run_1/route_heat.png
The bar under the picture is 20 um long. 11 x 13 tiles, from black (low) to pale yellow (high), scaled to the fullest tile. Values are wire area over tile area, all layers added.
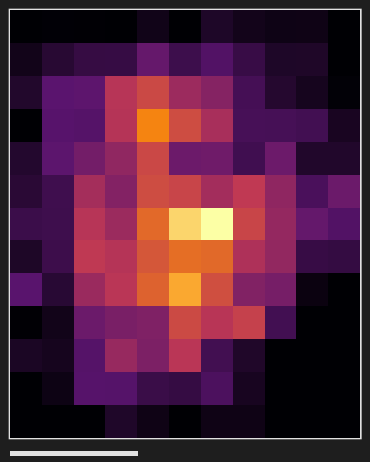
run_1/congestion_map.png
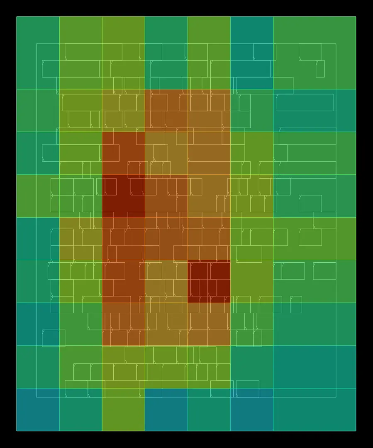
run_1/m2.png
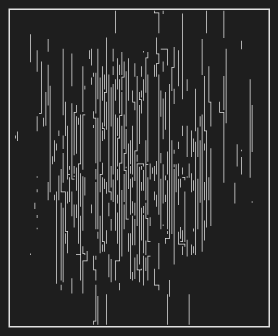
run_1/util_map.png
The bar under the picture is 20 um long. 5 x 7 tiles, from black (low) to pale yellow (high), 0 to 100% covered.
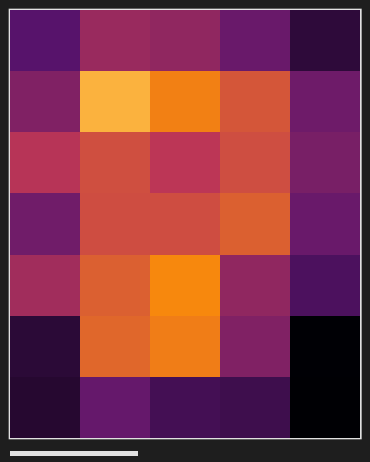
`config.mk`:
```
export PLATFORM = sky130hd
export DESIGN_NAME = universal_load_register
export DESIGN_NICKNAME = d
export VERILOG_FILES = /design/src/rtl/universal_load_register.sv
export SDC_FILE = /design/constraint.sdc
export NUM_CORES = 1
export LEC_CHECK = 0
export CORE_ASPECT_RATIO = 1.25
export CORE_MARGIN = 3
export CORE_UTILIZATION = 40
export CTS_BUF_LIST = sky130_fd_sc_hd__clkbuf_16
export CTS_CLUSTER_DIAMETER = 100
export DETAILED_ROUTE_END_ITERATION = 8
export PLACE_DENSITY = 0.63
export SYNTH_ARGS = -nofsm -noshare
export SYNTH_HDL_FRONTEND = slang
export SYNTH_SLANG_ARGS = --single-unit
```
`constraint.sdc`:
```
create_clock -name clk -period 4.3 [get_ports clk]
set_input_delay 0.43 -clock clk [delete_from_list [all_inputs] [get_ports clk]]
set_output_delay 0.43 -clock clk [all_outputs]
set_load 0.01 [all_outputs]
```
`src/rtl/universal_load_register.sv`:
```
// WIDTH-bit datapath register with load, shift, rotate and count modes.
// Flags (carry, sout, zero) are registered alongside q and updated with it.
module universal_load_register #(
  parameter int               WIDTH       = 8,
  parameter logic [WIDTH-1:0] RESET_VALUE = '0,
  parameter bit               SHR_ARITH   = 1'b0
) (
  input  logic             clk,
  input  logic             rst,
  input  logic             en,
  input  logic             clr,
  input  logic [2:0]       mode,
  input  logic [WIDTH-1:0] d,
  input  logic             sin,
  output logic [WIDTH-1:0] q,
  output logic             sout,
  output logic             carry,
  output logic             zero
);

  typedef enum logic [2:0] {
    MODE_HOLD = 3'b000,
    MODE_LOAD = 3'b001,
    MODE_SHL  = 3'b010,
    MODE_SHR  = 3'b011,
    MODE_ROL  = 3'b100,
    MODE_ROR  = 3'b101,
    MODE_INC  = 3'b110,
    MODE_DEC  = 3'b111
  } mode_e;

  logic [WIDTH-1:0] r_q;
  logic             r_sout;
  logic             r_carry;
  logic             r_zero;

  logic [WIDTH-1:0] w_q_next;
  logic             w_sout_next;
  logic             w_carry_next;
  logic             w_zero_next;
  logic             w_write;
  logic             w_shr_fill;
  logic [WIDTH:0]   w_inc;
  logic [WIDTH:0]   w_dec;

  // The extra top bit of the widened sum/difference is the wrap indicator.
  assign w_inc      = {1'b0, r_q} + {{WIDTH{1'b0}}, 1'b1};
  assign w_dec      = {1'b0, r_q} - {{WIDTH{1'b0}}, 1'b1};
  assign w_shr_fill = SHR_ARITH ? r_q[WIDTH-1] : sin;

  always_comb begin
    w_q_next     = r_q;
    w_sout_next  = r_sout;
    w_carry_next = r_carry;
    w_write      = 1'b0;
    if (clr) begin
      w_q_next     = '0;
      w_sout_next  = 1'b0;
      w_carry_next = 1'b0;
      w_write      = 1'b1;
    end else if (en) begin
      case (mode_e'(mode))
        MODE_HOLD: begin
          w_write = 1'b0;
        end
        MODE_LOAD: begin
          w_q_next     = d;
          w_carry_next = 1'b0;
          w_write      = 1'b1;
        end
        MODE_SHL: begin
          w_q_next     = {r_q[WIDTH-2:0], sin};
          w_carry_next = r_q[WIDTH-1];
          w_sout_next  = r_q[WIDTH-1];
          w_write      = 1'b1;
        end
        MODE_SHR: begin
          w_q_next     = {w_shr_fill, r_q[WIDTH-1:1]};
          w_carry_next = r_q[0];
          w_sout_next  = r_q[0];
          w_write      = 1'b1;
        end
        MODE_ROL: begin
          w_q_next     = {r_q[WIDTH-2:0], r_q[WIDTH-1]};
          w_carry_next = r_q[WIDTH-1];
          w_sout_next  = r_q[WIDTH-1];
          w_write      = 1'b1;
        end
        MODE_ROR: begin
          w_q_next     = {r_q[0], r_q[WIDTH-1:1]};
          w_carry_next = r_q[0];
          w_sout_next  = r_q[0];
          w_write      = 1'b1;
        end
        MODE_INC: begin
          w_q_next     = w_inc[WIDTH-1:0];
          w_carry_next = w_inc[WIDTH];
          w_write      = 1'b1;
        end
        MODE_DEC: begin
          w_q_next     = w_dec[WIDTH-1:0];
          w_carry_next = w_dec[WIDTH];
          w_write      = 1'b1;
        end
        default: begin
          w_write = 1'b0;
        end
      endcase
    end
    // zero tracks the value being written, so hold cycles leave it alone
    w_zero_next = w_write ? (w_q_next == '0) : r_zero;
  end

  always_ff @(posedge clk or posedge rst) begin
    if (rst) begin
      r_q     <= RESET_VALUE;
      r_sout  <= 1'b0;
      r_carry <= 1'b0;
      r_zero  <= (RESET_VALUE == '0);
    end else begin
      r_q     <= w_q_next;
      r_sout  <= w_sout_next;
      r_carry <= w_carry_next;
      r_zero  <= w_zero_next;
    end
  end

  assign q     = r_q;
  assign sout  = r_sout;
  assign carry = r_carry;
  assign zero  = r_zero;

endmodule

```
==> impl_metrics.toml, run 1 <==
# synthesis and place-and-route metrics
[cells_and_area]
diodes = 0
seqAreaFraction_pct = 18.4
area_growth_pct = 26.7
drive_above_1_share_pct = 7.69
nonClkBufAreaFrac_pct = 17.8
fill_cells = 276
ff_count = 11
num-nonclk-buffers = 27
largest_reg_flops = 8
comb_cells = 118
clock_area_share_pct = 5.24
finalInstanceArea_sq_um = 1500
largestClassByArea = "logic gates"
mostFrequentLayoutCells = "clkdlybuf4s50_1, nand2_1, o21ai_0, inv_1, dfrtp_1"
register_area_sq_um = 277
comb-cell-share_pct = 53.5

[worst_setup_path]
path_cells = "clkdlybuf4s50_1 > o31ai_4 > or3_1 > mux2i_1 > o21a_1 > or4_1 > o31ai_2"
crit_slowest_cell = "clkdlybuf4s50_1"
startpoint_type = "primary input"
worstPathRequired_ns = 4.45
worstReg2RegEnd = "zero"
worstSetupEndpointType = "register"
startpoint = "mode[1]"
cp.depth = 7
cp_top_family = "AND-OR/OR-AND gates"
cp.arrival_ns = 3.07

[clock_tree]
root_buffer = "clkbuf_16"
hold_buffers = 0
cts_tree = "yes"
clk_path_buf_depth = 2
cts_made_buffers = 3
cts_sinks = 11
clk_pin_slew_worst_paths_ns = 0.04

[power]
p_int_w = 0.000302
leakagePower_nw = 0.600
combinationalPowerShare_pct = 31.2
power_switching_w = 0.000128
p_clk_w = 0.000163
peakVddDrop_uv = 284
p_total_w = 0.000430

[routing]
wl_met3_um = 300
drt-vias-per-instance = 6.11
highest_layer = "met3"
drcViolationCount = 0

[final_timing]
setup_violations = 0
whs_ns = 0.490
slew_headroom_pct = 53.0
worst_slack_ns = 1.38
max_freq_mhz = 343

[floorplanning]
die_height_um = 66.9
num_rows = 21
die_area_sq_um = 3660
io_pins = 27
tapcell.inserted = 34

[yosys]
synth-xor-area-share_pct = 2.95
fp_nets = 171
adder_share_pct = 2.95
netlist_area_sq_um = 1190
ys_ff = 11
ys_warn_count = 0
syn_avg_cell_area_sq_um = 7.76
synthSimpleGateAreaFrac_pct = 21.7
flop_cell = "dfrtp_1"
synth_seq_share_pct = 23.3
yosys-top-cells-count = "nand2_1, o21ai_0, dfrtp_1"
yosys-stat-area_sq_um = 1190
mux_area_share_pct = 7.38

[global_route]
grt_first_pass_wirelength_mm = 5.77
grt_overflow = 0
grt_max_degree = 23

[placed_design]
numPortBuffers = 26
place_ws_ns = 1.14

[run]
warnings = 27

[outcome]
status = "finished, final reports clean"
Back to the opening pictures, route_heat.png:
tiles over half the peak: 14%
emptiest ninth of the die: bottom right
mean over tiles: 0.16
nearly empty tiles: 19%
drt wl/cell: 17.7 um
drt total wl: 3.59 mm
Global Route Usage Sum: 21.4%

Back to the opening pictures, congestion_map.png:
GR Layer Usage met2: 33.9%
global route hottest layer: met2
met1 Resource Use GR: 29.5%
met3 usage: 6.04%

Back to the opening pictures, m2.png:
share of all routed wire: 49%
nets with wire on the layer: 151
Vias: 1240

Back to the opening pictures, util_map.png:
fullest tile: 83%
emptiest ninth of the die: bottom right
mean over tiles: 40%
nearly empty tiles: 5.7%
tiles over 75% full: 2.9%
FP Util: 43.0%
Core Area: 2760 sq um
final core utilization: 54.5%

==> run 2, diff against run 1 <==
clock period = 2.7 ns   (was 4.3 ns; I/O delays follow)
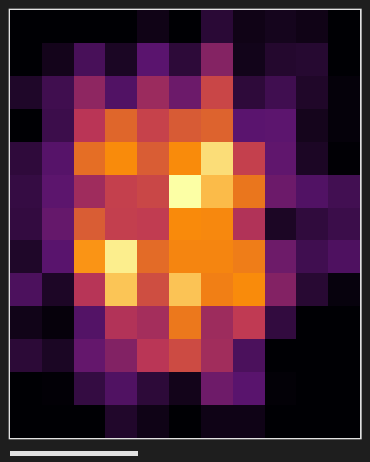
run_2/route_heat.png
The bar under the picture is 20 um long. 11 x 13 tiles, from black (low) to pale yellow (high), scaled to the fullest tile. Values are wire area over tile area, all layers added.
mean over tiles: 0.18
tiles over half the peak: 25%
emptiest ninth of the die: bottom right
nearly empty tiles: 21%
fullest tile: 0.63
densest ninth of the die: middle
drt wl/cell: 17.6 um
Global Route Usage Sum: 24.1%
drt total wl: 3.84 mm
Vias: 1362

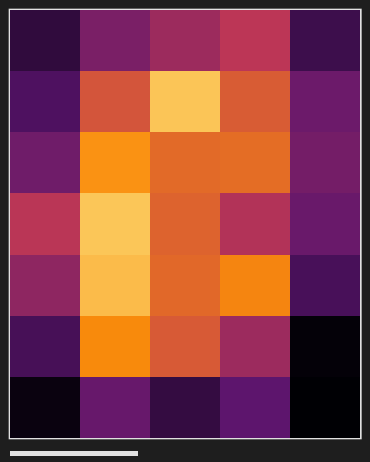
run_2/util_map.png
The bar under the picture is 20 um long. 5 x 7 tiles, from black (low) to pale yellow (high), 0 to 100% covered.
nearly empty tiles: 5.7%
tiles over 75% full: 11%
densest ninth of the die: middle
final core utilization: 58.6%

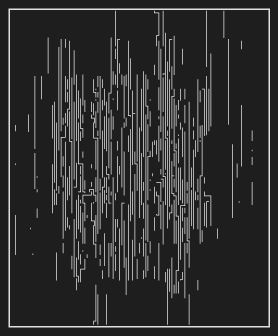
run_2/m2.png
nets with wire on the layer: 169
longest straight run: 28.9 um
wire length on this layer: 1900 um
main direction: vertical
share of all routed wire: 49%
GR Layer Usage met2: 37.9%

==> impl_metrics.toml, run 2 <==
# synthesis and place-and-route metrics
[outcome]
status = "finished, final reports clean"

[cells_and_area]
seqAreaFraction_pct = 17.1
largestClassByArea = "logic gates"
diodes = 0
finalInstanceArea_sq_um = 1620
comb_cells = 118
mostFrequentLayoutCells = "clkdlybuf4s50_1, buf_4, nand2_1, o21ai_0, dfrtp_1"
nonClkBufAreaFrac_pct = 23.5
drive_above_1_share_pct = 15.8
ff_count = 11
clock_area_share_pct = 4.95
comb-cell-share_pct = 49.7
register_area_sq_um = 277
fill_cells = 262
num-nonclk-buffers = 42
lay_top_count = "clkdlybuf4s50_1"
area_growth_pct = 36.2
largest_reg_flops = 8

[final_timing]
setup_violations = 0
whs_ns = 0.323
max_freq_mhz = 428
worst_slack_ns = 0.361
slew_headroom_pct = 65.6
fin_skew_ns = 0.00572

[yosys]
yosys-stat-area_sq_um = 1190
syn_avg_cell_area_sq_um = 7.76
synth-xor-area-share_pct = 2.95
flop_cell = "dfrtp_1"
yosys-top-cells-count = "nand2_1, o21ai_0, dfrtp_1"
ys_top_logic_family = "AND-OR/OR-AND gates"
mux_area_share_pct = 7.38
ys_warn_count = 0
synth_seq_share_pct = 23.3
synthSimpleGateAreaFrac_pct = 21.7
netlist_area_sq_um = 1190
fp_nets = 171
yosys_cells = 153
ys_ff = 11
adder_share_pct = 2.95

[clock_tree]
hold_buffers = 0
clk_pin_slew_worst_paths_ns = 0.04
cts_tree = "yes"
cts_sinks = 11
clk_path_buf_depth = 2
root_buffer = "clkbuf_16"
cts_made_buffers = 3
worstSkewPairLatency_ns = 0.24

[placed_design]
numPortBuffers = 26
dp_cells = 214
place_ws_ns = 0.139

[worst_setup_path]
cp.depth = 8
startpoint = "mode[0]"
startpoint_type = "primary input"
cp.arrival_ns = 2.50
crit_slowest_cell = "or4_1"
cp_top_family = "buffers and inverters"
worstPathRequired_ns = 2.86
crit_fanout = 21
worstReg2RegEnd = "zero"
worstSetupEndpointType = "register"
path_cells = "clkdlybuf4s50_1 > buf_4 > inv_1 > a221oi_1 > a21o_1 > a31oi_1 > or4_1 > o31ai_2"

[power]
p_total_w = 0.000723
leakagePower_nw = 0.673
combinationalPowerShare_pct = 34.3
power_switching_w = 0.000221
p_int_w = 0.000502
p_clk_w = 0.000273
peakVddDrop_uv = 388

[global_route]
use_met3_pct = 6.26
grt_first_pass_wirelength_mm = 6.40
grt_overflow = 0
grt_max_degree = 22
top_usage_layer = "met2"
grt_use_met1_pct = 30.0

[floorplanning]
num_rows = 21
die_height_um = 66.9
io_pins = 27
tapcell.inserted = 34
fp_util_pct = 43.0
die_w_um = 54.7
die_area_sq_um = 3660
design.core.area_sq_um = 2760

[routing]
wl_met3_um = 328
first_iter_violations = 98
drcViolationCount = 0
highest_layer = "met4"
drt-vias-per-instance = 6.25

[run]
warnings = 27
==> run 3, diff against run 2 <==
CTS_CLUSTER_SIZE = 20   (was not set)
PLACE_DENSITY = 0.66   (was 0.63)
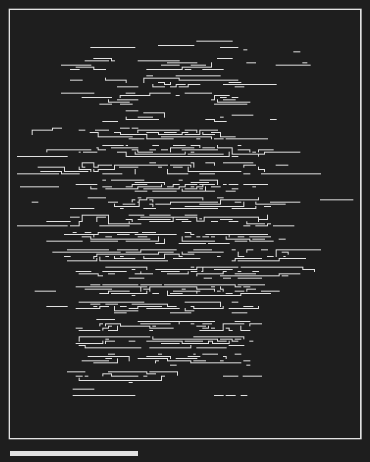
run_3/m1.png
The bar under the picture is 20 um long.
longest straight run: 16.1 um
share of all routed wire: 41%
met1 Resource Use GR: 29.3%
Vias: 1364
drt total wl: 3.66 mm

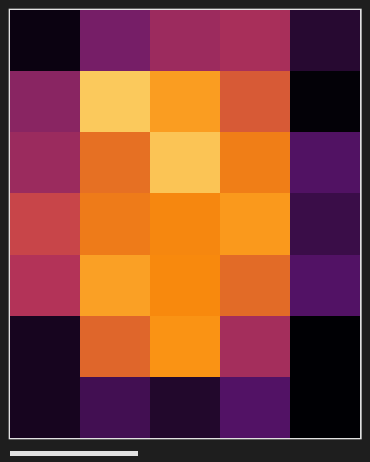
run_3/util_map.png
The bar under the picture is 20 um long. 5 x 7 tiles, from black (low) to pale yellow (high), 0 to 100% covered.
fullest tile: 88%
emptiest ninth of the die: bottom right
nearly empty tiles: 8.6%
tiles over 75% full: 17%
final core utilization: 58.9%

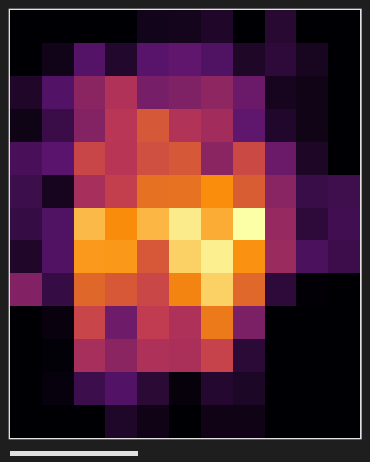
run_3/route_heat.png
The bar under the picture is 20 um long. 11 x 13 tiles, from black (low) to pale yellow (high), scaled to the fullest tile. Values are wire area over tile area, all layers added.
nearly empty tiles: 25%
fullest tile: 0.61
densest ninth of the die: middle
tiles over half the peak: 22%
mean over tiles: 0.17
emptiest ninth of the die: bottom right
drt wl/cell: 16.7 um
Global Route Usage Sum: 22.4%

==> impl_metrics.toml, run 3 <==
# synthesis and place-and-route metrics
[final_timing]
finalHoldViolations = 0
whs_ns = 0.327
fin_skew_ns = 0.000949
setup_violations = 0
max_freq_mhz = 414
worst_slack_ns = 0.283
slew_headroom_pct = 68.0

[floorplanning]
die_area_sq_um = 3660
die_height_um = 66.9
die_w_um = 54.7
fp_util_pct = 43.0
design.core.area_sq_um = 2760
num_rows = 21
tapcell.inserted = 34

[yosys]
netlist_area_sq_um = 1190
flop_cell = "dfrtp_1"
syn_avg_cell_area_sq_um = 7.76
adder_share_pct = 2.95
ys_warn_count = 0
synthSimpleGateAreaFrac_pct = 21.7
ys_top_logic_family = "AND-OR/OR-AND gates"
yosys-top-cells-count = "nand2_1, o21ai_0, dfrtp_1"
synth-xor-area-share_pct = 2.95
synth_seq_share_pct = 23.3
fp_nets = 171
ys_ff = 11
mux_area_share_pct = 7.38
yosys-stat-area_sq_um = 1190
yosys_cells = 153

[worst_setup_path]
worstReg2RegEnd = "zero"
startpoint_type = "register"
startpoint = "q[1]"
path_cells = "inv_1 > ha_1 > xor2_1 > a221oi_1 > a21o_1 > a31oi_1 > or4_1 > o31ai_2"
cp_top_family = "AND-OR/OR-AND gates"
worstPathRequired_ns = 2.85
worstSetupEndpointType = "register"
cp.depth = 8
cp.arrival_ns = 2.57
crit_slowest_cell = "or4_1"

[placed_design]
place_ws_ns = 0.0790
dp_cells = 215
numPortBuffers = 26

[global_route]
grt_overflow = 0
grtUsageMet2_pct = 34.3
grt_first_pass_wirelength_mm = 6.07
use_met3_pct = 5.59

[cells_and_area]
register_area_sq_um = 277
largest_reg_flops = 8
drive_above_1_share_pct = 16.2
seqAreaFraction_pct = 17.0
clock_area_share_pct = 4.93
nonClkBufAreaFrac_pct = 23.9
comb_cells = 118
fill_cells = 269
num-nonclk-buffers = 43
lay_top_count = "clkdlybuf4s50_1"
comb-cell-share_pct = 49.5
ff_count = 11
area_growth_pct = 36.9
largestClassByArea = "logic gates"
mostFrequentLayoutCells = "clkdlybuf4s50_1, buf_4, nand2_1, o21ai_0, dfrtp_1"
diodes = 0

[clock_tree]
clk_pin_slew_worst_paths_ns = 0.04
root_buffer = "clkbuf_16"
clk_path_buf_depth = 2
cts_made_buffers = 3
hold_buffers = 0
cts_sinks = 11
worstSkewPairLatency_ns = 0.24

[routing]
highest_layer = "met4"
drt-vias-per-instance = 6.23
drcViolationCount = 0
first_iter_violations = 53

[power]
combinationalPowerShare_pct = 34.4
p_total_w = 0.000715
peakVddDrop_uv = 631
leakagePower_nw = 0.678
power_switching_w = 0.000214
p_int_w = 0.000501
p_clk_w = 0.000267

[run]
warnings = 27

[outcome]
status = "finished, final reports clean"
